**src/rtl/ddr_tx_serializer.sv**
```systemverilog
// Slices wide stream words into per-cycle (dp, dn) lane pairs for a dual-edge output flop.
// A single holding register lets the next word follow the current one with no idle beat.
module ddr_tx_serializer #(
  parameter int DATA_WIDTH = 1,
  parameter int BEATS = 4,
  parameter logic [DATA_WIDTH-1:0] IDLE = '0,
  localparam int WORD_WIDTH = 2*DATA_WIDTH*BEATS,
  localparam int CNT_WIDTH = (BEATS > 1) ? $clog2(BEATS) : 1
) (
  input  logic                  clk,
  input  logic                  rst_n,
  input  logic [WORD_WIDTH-1:0] s_data,
  input  logic                  s_valid,
  output logic                  s_ready,
  output logic [DATA_WIDTH-1:0] dp,
  output logic [DATA_WIDTH-1:0] dn,
  output logic                  frame,
  output logic                  active,
  output logic                  idle_entry
);

  localparam int LANE_PAIR = 2*DATA_WIDTH;
  localparam logic [CNT_WIDTH-1:0] LAST_CNT = CNT_WIDTH'(BEATS-1);

  logic                  busy, busy_nxt;
  logic [CNT_WIDTH-1:0]  cnt, cnt_nxt;
  logic                  hold_valid, hold_valid_nxt;
  logic [WORD_WIDTH-1:0] hb, hb_nxt;
  logic [WORD_WIDTH-1:0] sr, sr_nxt, sr_shift;
  logic [DATA_WIDTH-1:0] dp_nxt, dn_nxt;
  logic                  frame_nxt, active_nxt, idle_entry_nxt;
  logic                  slot_free, accept;

  assign s_ready   = !hold_valid;
  assign accept    = s_valid && s_ready;
  assign slot_free = !busy || (cnt == LAST_CNT);
  // sr always holds the current beat in its low lane pair; shifting exposes the next one
  assign sr_shift  = sr >> LANE_PAIR;

  always_comb begin
    busy_nxt       = busy;
    cnt_nxt        = cnt;
    hold_valid_nxt = hold_valid;
    hb_nxt         = hb;
    sr_nxt         = sr;
    dp_nxt         = dp;
    dn_nxt         = dn;
    frame_nxt      = 1'b0;
    active_nxt     = active;
    idle_entry_nxt = 1'b0;

    if (slot_free && hold_valid) begin
      sr_nxt         = hb;
      dp_nxt         = hb[DATA_WIDTH-1:0];
      dn_nxt         = hb[LANE_PAIR-1:DATA_WIDTH];
      frame_nxt      = 1'b1;
      active_nxt     = 1'b1;
      busy_nxt       = 1'b1;
      cnt_nxt        = '0;
      hold_valid_nxt = 1'b0;
    end else if (slot_free && accept) begin
      sr_nxt     = s_data;
      dp_nxt     = s_data[DATA_WIDTH-1:0];
      dn_nxt     = s_data[LANE_PAIR-1:DATA_WIDTH];
      frame_nxt  = 1'b1;
      active_nxt = 1'b1;
      busy_nxt   = 1'b1;
      cnt_nxt    = '0;
    end else if (slot_free) begin
      dp_nxt         = IDLE;
      dn_nxt         = IDLE;
      active_nxt     = 1'b0;
      busy_nxt       = 1'b0;
      idle_entry_nxt = busy;
    end else begin
      cnt_nxt    = cnt + CNT_WIDTH'(1);
      sr_nxt     = sr_shift;
      dp_nxt     = sr_shift[DATA_WIDTH-1:0];
      dn_nxt     = sr_shift[LANE_PAIR-1:DATA_WIDTH];
      active_nxt = 1'b1;
      if (accept) begin
        hb_nxt         = s_data;
        hold_valid_nxt = 1'b1;
      end
    end
  end

  always_ff @(posedge clk or negedge rst_n) begin
    if (!rst_n) begin
      busy       <= 1'b0;
      cnt        <= '0;
      hold_valid <= 1'b0;
      hb         <= '0;
      sr         <= '0;
      dp         <= IDLE;
      dn         <= IDLE;
      frame      <= 1'b0;
      active     <= 1'b0;
      idle_entry <= 1'b0;
    end else begin
      busy       <= busy_nxt;
      cnt        <= cnt_nxt;
      hold_valid <= hold_valid_nxt;
      hb         <= hb_nxt;
      sr         <= sr_nxt;
      dp         <= dp_nxt;
      dn         <= dn_nxt;
      frame      <= frame_nxt;
      active     <= active_nxt;
      idle_entry <= idle_entry_nxt;
    end
  end

endmodule

```
**config.mk**
```make
export PLATFORM = sky130hd
export DESIGN_NAME = ddr_tx_serializer
export DESIGN_NICKNAME = d
export VERILOG_FILES = /design/src/rtl/ddr_tx_serializer.sv
export SDC_FILE = /design/constraint.sdc
export NUM_CORES = 1
export LEC_CHECK = 0
export CAP_MARGIN = 15
export CORE_UTILIZATION = 52
export DETAILED_ROUTE_END_ITERATION = 8
export GPL_TIMING_DRIVEN = 0
export PLACE_DENSITY = 0.77
export SYNTH_ARGS = -nofsm -noshare
export SYNTH_HDL_FRONTEND = slang
export SYNTH_SLANG_ARGS = --single-unit
export TNS_END_PERCENT = 1
```
**constraint.sdc**
```tcl
create_clock -name clk -period 1.7 [get_ports clk]
set_input_delay 0.51 -clock clk [delete_from_list [all_inputs] [get_ports clk]]
set_output_delay 0.51 -clock clk [all_outputs]
set_load 0.05 [all_outputs]
```
==> qor.csv, run 1 <==
metric;value;unit
comb-power;1240;uW
ys_sh_adder;1.12;%
finalSetupViolations;0;
pwr-share-seq;38.0;%
period_needed;1640;ps
sh_seq_area;42.8;%
yosys-stat-cells;96;
routed_wirelength;2040;um
synth.logic.top_family;simple AND/OR/NAND/NOR gates;
final_nets;130;
crit_buf_inv;1;
fp_util;55.9;%
power.leakage;0.000625;uW
status;complete, no violations;
clkPwrFrac;10.3;%
core-area;2000;um^2
setup_slack;60.0;ps
drtIter0Drc;9;
insertion_delay;310;ps
cts_tree;built;
cts_inserted_buffers;3;
cp-end-kind;primary output;
clk_path_buf_depth;2;
cp_top_family;buffers and inverters;
hp-class;input pin to register;
ant_nets;0;
max_stage_delay;480;ps
min_from;s_valid;
die_h;48.4;um
reg2reg_depth;4;
post_cts_buffers;0;
clockNetworkAreaShare;1.95;%
hold_buffers;0;
clock-root-buffer;clkbuf_4;
crit_arrival;1130;ps
synth_nets;108;
ys_seq_share;51.5;%
diodes;0;
r2r_start;cnt[0];
hold_depth;3;
buffers;24;
ys_sh_xor;0;%
reg2reg_to;hb[0];
ys_ff;23;
comb-cell-share;33.7;%
vdd_drop_max;1.09;mV
inverters_excl_clock;7;
place_area;1300;um^2
power.group.top;combinational cells;
h-tree-depth;1;
rows;16;
dieArea;2340;um^2
simple_gate_area_share;14.8;%
seq_power;911;uW
swShare;38.9;%
hold_path_end;active;
routedWlPerCell;14.2;um
slew_headroom;35.4;%
ys_sh_aoi;12.2;%
logic_gates;59;
dr.pass1.iters;3;
ctsResizeCount;16;
largest_class;registers;
crit_type;register to primary output;
bufAreaShareNonClock;17.1;%
clk_pin_slew;120;ps
hold_viol_final;0;
fin_crit_sh;96.5;%
logic_area;454;um^2
num_io_pins;17;
p_switching;932;uW
synth_area;1120;um^2
whs;446;ps
grt_pass1_vias;750;
cts_sinks;23;
fmax;610;MHz
p_per_area;1780;nW/um^2
die_x;48.4;um
vias_per_cell;5.31;
final_area;1350;um^2
register_area;576;um^2
seq_cells;23;
## run 1: per-stage QoR
| stage | power [uW] | std cells | util, % |
|---|---|---|---|
| 6_report | 2400 | 144 | 67.3 |
| 5_1_grt | 2570 | 144 | 67.3 |
| 4_1_cts | 2390 | 142 | 66.6 |
| 2_1_floorplan | 1820 | 96 | - |
| 3_3_place_gp | 2080 | 138 | 65.1 |
| 3_5_place_dp | 2130 | 138 | 65.1 |
## run 1: routing by layer
metal | wire length, um | vias up | GRT usage (%)
met3 | 74 | 4 | 4.40
li1 | - | 378 | -
met1 | 910 | 368 | 27.3
met5 | 0 | - | 0
met4 | 53 | 0 | 11.8
met2 | 1000 | 15 | 31.5
## run 1: flip-flops by register name (all words and copies together), names as in the netlist
register / count
sr: 6
idle_entry: 1
hb: 8
dn: 1
busy: 1
active: 1
dp: 1
hold_valid: 1
frame: 1
cnt: 2
## run 1: tightest hold or removal path: cells and delay by family
family / cells / cell delay, ps
buffers and inverters: 2 / 150
and+or+nand+nor: 1 / 70
## run 1: cell usage after synthesis, drive strengths merged
cell / number / area share [%]
ha: 1 / 1.1
mux2i: 2 / 1.8
buf: 7 / 5.6
a21oi: 2 / 0.89
inv: 7 / 2.3
nor2b: 1 / 1.2
mux2: 8 / 11
nor3: 1 / 1.5
and2b: 1 / 0.89
nand2b: 1 / 0.56
o21ai: 1 / 0.45
o221ai: 4 / 3.1
a211o: 4 / 3.1
nor4bb: 1 / 1.5
nor2: 15 / 5.0
a22o: 1 / 0.78
dfrtp: 23 / 51
a221oi: 2 / 1.6
nand2: 9 / 3.0
a31oi: 4 / 2.2
and4bb: 1 / 1.1
Fig. 1: run 1, clock routing
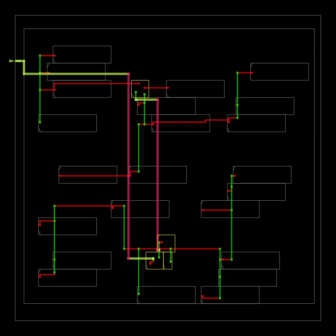
Clk power: 248 uW
clk_skew: 4.46 ps

Fig. 2: run 1, port wiring
Scale bar: 10 um.
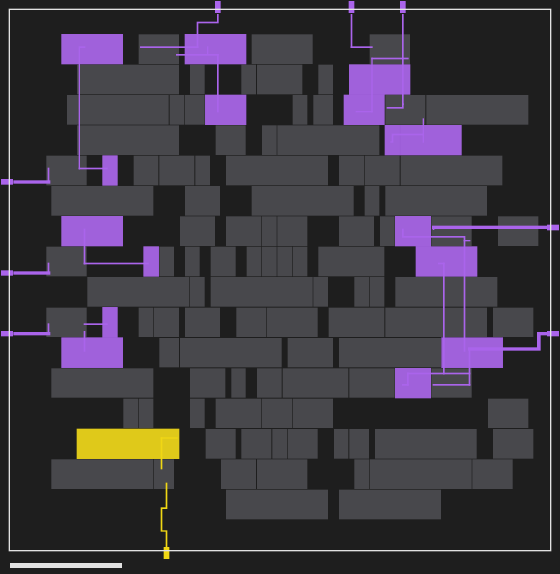
legend:
  yellow:
    port: frame
    direction: output
    edge: bottom
    end_cells: 1
    buffers: 1
    wire: 10.6 um
  purple:
    port: s_data
    direction: input
    edge: 3 left, 3 top, 2 right
    end_cells: 16
    buffers: 8
    wire: 146 um

Fig. 3: run 1, zoomed window
Scale bar: 10 um. Region (9, 9) to (39, 39) um. Cells in grey, sequential cells in the stronger grey; small squares are vias.
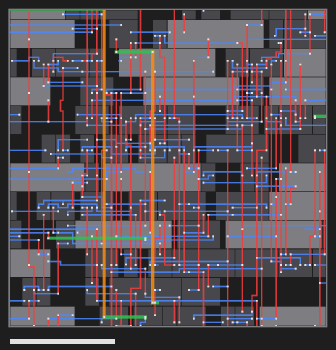
legend:
  green:
    layer: met3
  red:
    layer: met2
  orange:
    layer: met4
  blue:
    layer: met1
most frequent: dfrtp_1 (12), nor2_1 (11), nand2_1 (9)
sequential cells in the window: 12
netlist names of flops here include: sr (6), hb (2)
cells with their middle in the window: 69

Fig. 4: run 1, the metal 1 layer
Supply wires on this layer in grey.
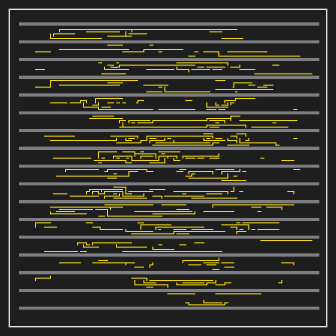
wire length on this layer: 911 um
longest straight run: 27.1 um

==> run 2, diff against run 1 <==
Settings changed: ABC_CLOCK_PERIOD_IN_PS set to 1700.
Fig. 5: run 2, metal layers overlaid
Two of the layers only.
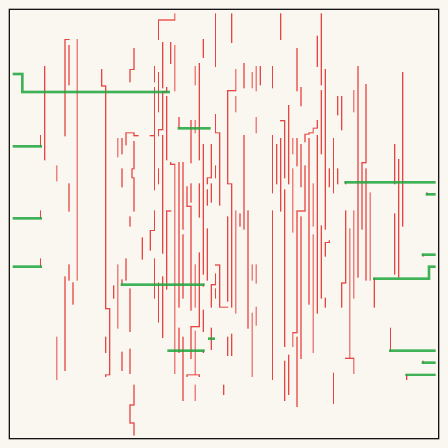
legend:
  red:
    layer: met2
    wire_length: 1,000 um
  green:
    layer: met3
    wire_length: 75.0 um

Fig. 6: run 2, zoomed window
Scale bar: 10 um. Region (9, 9) to (39, 39) um. Cells in grey, sequential cells in the stronger grey; small squares are vias.
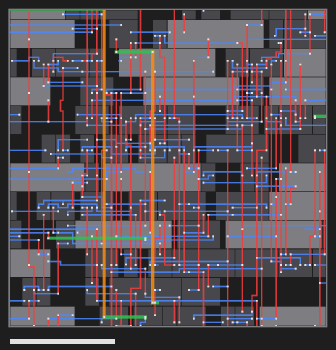
legend:
  orange:
    layer: met4
  blue:
    layer: met1
  green:
    layer: met3
  red:
    layer: met2
cells with their middle in the window: 69
netlist names of flops here include: sr (6), hb (2)
sequential cells in the window: 12
most frequent: dfrtp_1 (12), nor2_1 (11), nand2_1 (9)

Fig. 7: run 2, the metal 1 layer
Supply wires on this layer in grey.
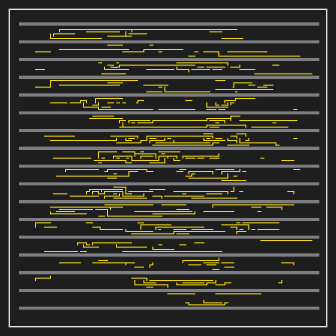
vias post-DR: 765
met1 Usage GRT: 27.3%
detailed-route wire length: 2040 um

==> run 2 against run 1 <==
  * Clock-buffer cell count is the same
  * First-iteration DRC count is the same
  * Sequential power hardly changed
  * Global-route usage did not move
  * Area after synthesis unchanged
  * Worst hold slack unchanged
  * Sequential share of layout area unchanged
==> qor.csv, run 2 <==
metric;value;unit
p_per_area;1780;nW/um^2
cts_sinks;23;
hp-class;input pin to register;
vias_per_cell;5.31;
routed.top_layer;met4;
synth.top_cell.area_share;51.5;%
status;complete, no violations;
dieArea;2340;um^2
max_stage_delay;480;ps
p_switching;932;uW
place_inst;138;
yosys-top-cells-count;23 x dfrtp_1, 15 x nor2_1, 9 x nand2_1;
routedWlPerCell;14.2;um
cp_top_family;buffers and inverters;
synth.most_common_cell;dfrtp_1;
num_io_pins;17;
rows;16;
fp_util;55.9;%
largest_area_cell;dfrtp_1;
vdd_drop_max;1.09;mV
final_nets;130;
reg.largest.list;hb (8), sr (6), cnt (2);
hold_buffers;0;
fmax;610;MHz
diodes;0;
insertion_delay;310;ps
clk_pin_slew;120;ps
fin_cells;144;
crit_buf_inv;1;
skew;4.46;ps
largest-register;hb;
synth_nets;108;
met2_usage;31.5;%
flop_cell;dfrtp_1;
dr_wl_met2;1000;um
crit_type;register to primary output;
yosys-stat-cells;96;
drtIter0Drc;9;
yosys-top-cells-area;dfrtp_1 51%, mux2_4 11%, nor2_1 5.0%, buf_6 4.0%, a211o_1 3.1%;
core-area;2000;um^2
crit_arrival;1130;ps
hold_viol_final;0;
cts_inserted_buffers;3;
edf_count;0;
h-tree-depth;1;
final_area;1350;um^2
cts_tree;built;
period_needed;1640;ps
synth_area;1120;um^2
die_h;48.4;um
clock-root-buffer;clkbuf_4;
ys_seq_share;51.5;%
wl_met3;74;um
[run 2: final timing paths]
| path | from | to | slack (ps) |
|---|---|---|---|
| max reg2reg | cnt[0] | hb[0] | 140 |
| min in group asynchronous | rst_n | idle_entry | 720 |
| min reg2reg | cnt[0] | cnt[0] | 510 |
| max in group asynchronous | rst_n | sr[7] | 390 |
| max | idle_entry | idle_entry | 60 |
| min | s_valid | active | 450 |
[run 2: tightest hold or removal path, stage by stage]
cell and delay (ps):
buf_6 110, nor3_4 70, inv_2 40
[run 2: final cells by class]
type                       instances  area, um^2  area share [%]
buffer                             6        57.6            4.28
clock buffer                       4        26.3            1.95
inverter                           7        26.3            1.95
multi-input combinational         59         454            33.7
sequential                        23         576            42.8
tap                               27        33.8            2.51
timing repair buffer              18         173            12.8
[run 2: cells by family (layout without fill, tap and decap cells)]
logic type,Yosys count,after routing,share of synthesized area (%)
compound gates,18,18,12.2
fa+ha+maj,1,1,1.12
buf+inv,14,35,7.94
flops,23,23,51.5
mux,10,10,12.5
simple gates,30,30,14.8
[run 2: per-stage QoR]
step | setup WS (ps) | utilization [%] | setup TNS (ps)
floorplan | 211 | - | 0
global placement | -361 | 65.1 | -1650
detailed placement | -380 | 65.1 | -1570
CTS | -38.2 | 66.6 | -38.2
global route | -18.6 | 67.3 | -18.6
finish | 60.0 | 67.3 | 0
[run 2: repair_timing]
item | in CTS | in global routing
setup buffers | 0 | 3
gates resized | 16 | 6
setup endpoints to repair | 6 | 6
[run 2: power groups by stage]
stage / Sequential [uW] / Combinational (uW) / Clock [uW]
global placement: 910 / 1170 / 0
finish: 911 / 1240 / 248
CTS: 912 / 1220 / 255
detailed placement: 925 / 1210 / 0
floorplan: 1040 / 790 / 0
global route: 940 / 1350 / 277
Fig. 8: run 2, clock routing
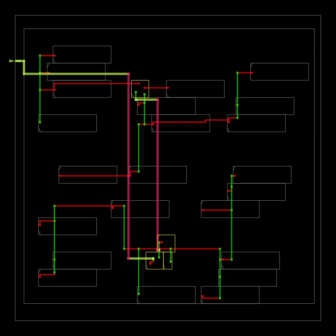

==> run 3, diff against run 2 <==
Settings changed: PLACE_DENSITY 0.77 to 0.82.
Fig. 9: run 3, clock routing
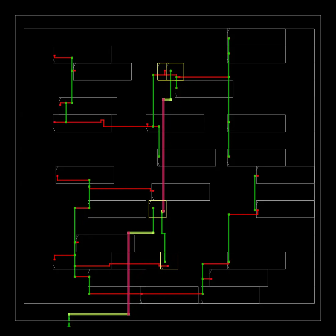
Late-Pin Clk Latency: 310 ps
clk_skew: 8.27 ps
CTS sink cnt: 23
CTS buffer count: 3
registers: 23

Fig. 10: run 3, the metal 1 layer
Supply wires on this layer in grey.
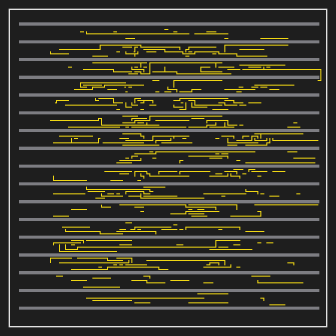
wire length on this layer: 941 um
main direction: horizontal

==> run 3 against run 2 <==
  * Total power up 0.59%
  * Largest power group unchanged
  * First-iteration DRC count up 56%
  * Area after synthesis unchanged
  * Sequential share of layout area down 0.079 points
  * Synthesized cell count unchanged
  * Highest routed layer unchanged
  * Clock skew up 3.8 ps
  * Clock-buffer cell count unchanged
  * Global-route usage about the same
==> qor.csv, run 3 <==
metric;value;unit
clk_pin_slew;120;ps
ys_ff;23;
vdd_drop_max;1.05;mV
ys_seq_share;51.5;%
synth.top_cell.area_share;51.5;%
fp_util;55.9;%
cp-end-kind;primary output;
syn_to_final_growth;20.6;%
reg.largest.list;hb (8), sr (6), cnt (2);
async_flop_share;100;%
slew_headroom;34.8;%
period_needed;1650;ps
p_per_area;1790;nW/um^2
dp_hpwl;1420;um
cts_tree;built;
yosys-top-cells-count;23 x dfrtp_1, 15 x nor2_1, 9 x nand2_1;
wl_met3;75;um
edf_count;0;
flop_cell;dfrtp_1;
crit_type;register to primary output;
core-area;2000;um^2
status;complete, no violations;
vias;793;
synth.most_common_cell;dfrtp_1;
hold_path_end;active;
cp_top_family;buffers and inverters;
ant_nets;0;
h-tree-depth;1;
fin_setup_tns;0;ps
yosys-stat-cells;96;
fmax;608;MHz
crit_arrival;1140;ps
dr.pass1.iters;4;
met1_length;941;um
place_inst;138;
hold_depth;3;
finalSetupViolations;0;
path_cells;clkdlybuf4s15_1;
die_x;48.4;um
whs;449;ps
hold_viol_final;0;
routedWlPerCell;14.3;um
hold_buffers;0;
reg2reg_depth;6;
r2r_start;cnt[0];
fin_cells;145;
dr_wl_met2;1010;um
largest-register;hb;
routed_wirelength;2070;um
finalCoreUtilization;67.4;%
num_io_pins;17;
fin_crit_sh;96.8;%
largest_reg_flops;8;
yosys-top-cells-area;dfrtp_1 51%, mux2_4 11%, nor2_1 5.0%, buf_6 4.0%, a211o_1 3.1%;
routed.top_layer;met4;
drtIter0Drc;14;
clock-root-buffer;clkbuf_4;
avgSynthCellArea;11.7;um^2
crit_buf_inv;1;
synth_area;1120;um^2
vias_per_cell;5.47;
synth_nets;108;
hp-class;input pin to register;
mostFrequentLayoutCells;23 x dfrtp_1, 15 x nor2_1, 9 x nand2_1, 9 x clkdlybuf4s50_1, 8 x mux2_4;
max_stage_delay;480;ps
min_from;s_valid;
die_h;48.4;um
reg2reg_to;sr[4];
clk_path_buf_depth;2;
rows;16;
diodes;0;
Fig. 11: run 3, port wiring
Scale bar: 10 um.
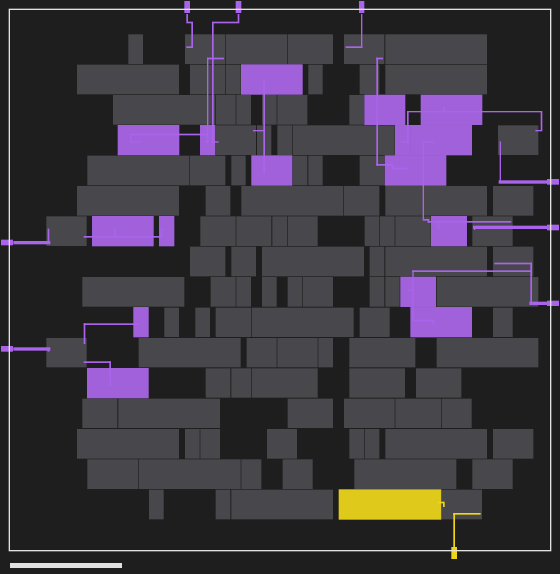
legend:
  yellow:
    port: frame
    direction: output
    edge: bottom
    end_cells: 1
    buffers: 1
    wire: 6.00 um
  purple:
    port: s_data
    direction: input
    edge: 3 right, 3 top, 2 left
    end_cells: 16
    buffers: 8
    wire: 163 um

[run 3: cell counts after synthesis]
No cell type changed its count.
[run 3: through the flow]
stage	power [uW]	cell area (um^2)	worst slack, ps
floorplan	1820	1120	211
global placement	2080	1300	-365
detailed placement	2130	1300	-374
CTS	2380	1330	-31.6
global route	2580	1350	20.1
finish	2410	1350	54.9
[run 3: routing by layer]
metal	global-route usage, %	up-vias
met2	35.4	24
met3	1.89	6
met4	10.8	0
met1	25.7	387
li1	-	376
met5	0	-
[run 3: how the worst max path moves through the flow]
| stage | slack [ps] | endpoint | startpoint |
|---|---|---|---|
| final | 50 | frame | frame |
| after CTS | -30 | s_ready | hold_valid |
| after global placement | -370 | s_ready | hold_valid |
| after floorplan | 210 | s_ready | hold_valid |
| after global routing | 20 | idle_entry | idle_entry |
| after detailed placement | -370 | s_ready | hold_valid |
[run 3: logic make-up (layout without fill, tap and decap cells)]
logic type / after synthesis / count (layout) / synth area share, %
compound gates: 18 / 18 / 12.2
fa+ha+maj: 1 / 1 / 1.12
buf+inv: 14 / 36 / 7.94
flops: 23 / 23 / 51.5
mux: 10 / 10 / 12.5
simple gates: 30 / 30 / 14.8
[run 3: layout make-up]
class | count | area (um^2) | share of cell area [%]
well taps | 27 | 33.8 | 2.50
clock buffers | 4 | 26.3 | 1.95
flip-flops and latches | 23 | 576 | 42.7
plain buffers | 6 | 57.6 | 4.27
multi-input cells | 59 | 454 | 33.7
inverters | 7 | 26.3 | 1.95
repair buffers | 19 | 175 | 13.0
[run 3: power by group]
part           leakage (uW)  switching, uW  internal, uW
clock             0.0000150            159          91.6
combinational      0.000335            641           605
sequential         0.000278            134           782
[run 3: timing repair]
| item | in CTS | in global routing |
|---|---|---|
| setup buffers | 0 | 4 |
| gates resized | 16 | 7 |
| setup endpoints to repair | 6 | 6 |
No activity file was given, so power comes from the tool's default toggle rates.
